$ cat src/rtl/serial_subtractor_pkg.sv
// Shared types and constants for the bit-serial subtractor.
package serial_subtractor_pkg;

  typedef enum logic [1:0] {
    IDLE = 2'd0,
    RUN  = 2'd1,
    DONE = 2'd2
  } state_t;

  localparam int DEFAULT_WIDTH = 8;

  // Bit counter width; kept at least 1 so the counter always exists.
  function automatic int cnt_width(input int w);
    return ($clog2(w) < 1) ? 1 : $clog2(w);
  endfunction

  localparam int CNT_W = cnt_width(DEFAULT_WIDTH);

endpackage

$ cat src/rtl/serial_subtractor_full_subtractor.sv
// One-bit full subtractor: d = a - b - bin, with borrow out.
module full_subtractor (
  input  logic a,
  input  logic b,
  input  logic bin,
  output logic d,
  output logic bout
);

  assign d    = a ^ b ^ bin;
  assign bout = (~a & b) | (~(a ^ b) & bin);

endmodule

$ cat src/rtl/serial_subtractor.sv
// Bit-serial subtractor: one bit per cycle, LSB first, WIDTH-cycle latency.
module serial_subtractor
  import serial_subtractor_pkg::*;
#(
  parameter int WIDTH = DEFAULT_WIDTH
) (
  input  logic             clk,
  input  logic             rst_n,
  input  logic             start,
  input  logic [WIDTH-1:0] a,
  input  logic [WIDTH-1:0] b,
  input  logic             bin,
  output logic             busy,
  output logic             done,
  output logic [WIDTH-1:0] diff,
  output logic             bout
);

  localparam int            CW   = cnt_width(WIDTH);
  localparam logic [CW-1:0] LAST = CW'(WIDTH - 1);

  state_t           state, state_nxt;
  logic [WIDTH-1:0] a_sr, b_sr;
  logic [CW-1:0]    cnt;
  logic             br;
  logic             d_bit, br_nxt;
  logic             last;

  assign last = (cnt == LAST);

  full_subtractor u_fs (
    .a   (a_sr[0]),
    .b   (b_sr[0]),
    .bin (br),
    .d   (d_bit),
    .bout(br_nxt)
  );

  // Next-state and status outputs; start is only looked at in IDLE.
  always_comb begin
    state_nxt = state;
    busy      = 1'b0;
    done      = 1'b0;
    case (state)
      IDLE: if (start) state_nxt = RUN;
      RUN: begin
        busy = 1'b1;
        if (last) state_nxt = DONE;
      end
      DONE: begin
        busy      = 1'b1;
        done      = 1'b1;
        state_nxt = IDLE;
      end
      default: state_nxt = IDLE;
    endcase
  end

  // State register.
  always_ff @(posedge clk) begin
    if (!rst_n) state <= IDLE;
    else        state <= state_nxt;
  end

  // Datapath: latch operands on start, then shift one bit per RUN cycle.
  // bout keeps the previous result until the final bit of the new one.
  always_ff @(posedge clk) begin
    if (!rst_n) begin
      a_sr <= '0;
      b_sr <= '0;
      br   <= 1'b0;
      cnt  <= '0;
      diff <= '0;
      bout <= 1'b0;
    end else if (state == IDLE && start) begin
      a_sr <= a;
      b_sr <= b;
      br   <= bin;
      cnt  <= '0;
      diff <= '0;
    end else if (state == RUN) begin
      a_sr <= a_sr >> 1;
      b_sr <= b_sr >> 1;
      br   <= br_nxt;
      diff <= {d_bit, diff[WIDTH-1:1]};
      cnt  <= cnt + CW'(1);
      if (last) bout <= br_nxt;
    end
  end

endmodule

$ cat config.mk
export PLATFORM = sky130hd
export DESIGN_NAME = serial_subtractor
export DESIGN_NICKNAME = d
export VERILOG_FILES = /design/src/rtl/serial_subtractor_pkg.sv /design/src/rtl/serial_subtractor_full_subtractor.sv /design/src/rtl/serial_subtractor.sv
export SDC_FILE = /design/constraint.sdc
export NUM_CORES = 1
export LEC_CHECK = 0
export ABC_CLOCK_PERIOD_IN_PS = 1700
export CORE_ASPECT_RATIO = 1.75
export CORE_UTILIZATION = 49
export CTS_CLUSTER_SIZE = 40
export DETAILED_ROUTE_END_ITERATION = 6
export PLACE_DENSITY_LB_ADDON = 0.12
export RECOVER_POWER = 100
export SKIP_CTS_REPAIR_TIMING = 1
export SYNTH_ARGS = -nofsm -noshare
export SYNTH_HDL_FRONTEND = slang
export SYNTH_SLANG_ARGS = --single-unit
export TNS_END_PERCENT = 50
$ cat constraint.sdc
create_clock -name clk -period 1.7 [get_ports clk]
set_input_delay 0.51 -clock clk [delete_from_list [all_inputs] [get_ports clk]]
set_output_delay 0.51 -clock clk [all_outputs]
set_load 0.05 [all_outputs]
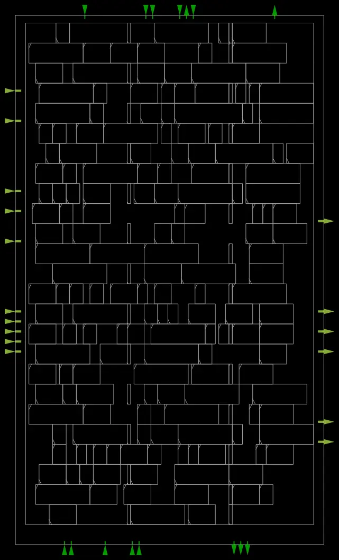
Figure 1: cell outlines without signal wires.
post-layout util: 0.6805
FF+latch count: 31
Tapcells: 27
Core Region: 2659 um2

==> Changelog: implementation <==
### Changed

- Status: finished, final reports clean
- Ys flop type: dfxtp_1
- Clk_buf instances: 6
- Largest registers: a_sr x8, b_sr x8, diff x8
- Combinational share of cell area: 0.3700
- Sw frac: 0.3138
- GRT busiest layer: met2
- Largest cell class by area: combinational gates
- Worst endpoint data arrival time: roughly 1.1 ns
- Nets@finish: slightly below 200
- Cells after DPL: 192
- OpenROAD warning count: 29
- Maxcap violations: 0
- WP data required: about 1.2 ns
- Final Power: roughly 2.1 mW
- Yosys simple share: 0.08081
- Post-DR wirelength/cell: approximately 14 um
- Critical Path Source Type: register
- Peak Freq: roughly 610 MHz
- Hold Path Stages: 2
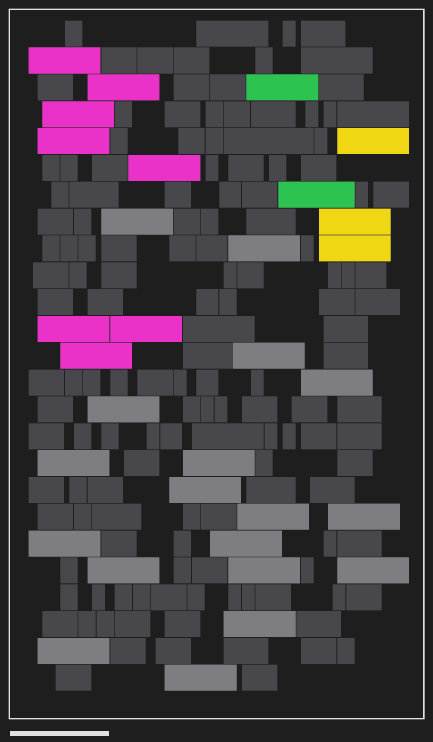
Figure 2: where the registers sit.
Bar = 10 um.
Key: green = state [placed flops 2]; yellow = cnt [placed flops 3]; magenta = b_sr [placed flops 8, where upper left]
sequential cell area share: 0.3437
P_seq: 0.885 mW

Power figures rest on the tool's default switching activity, not on a simulated workload.
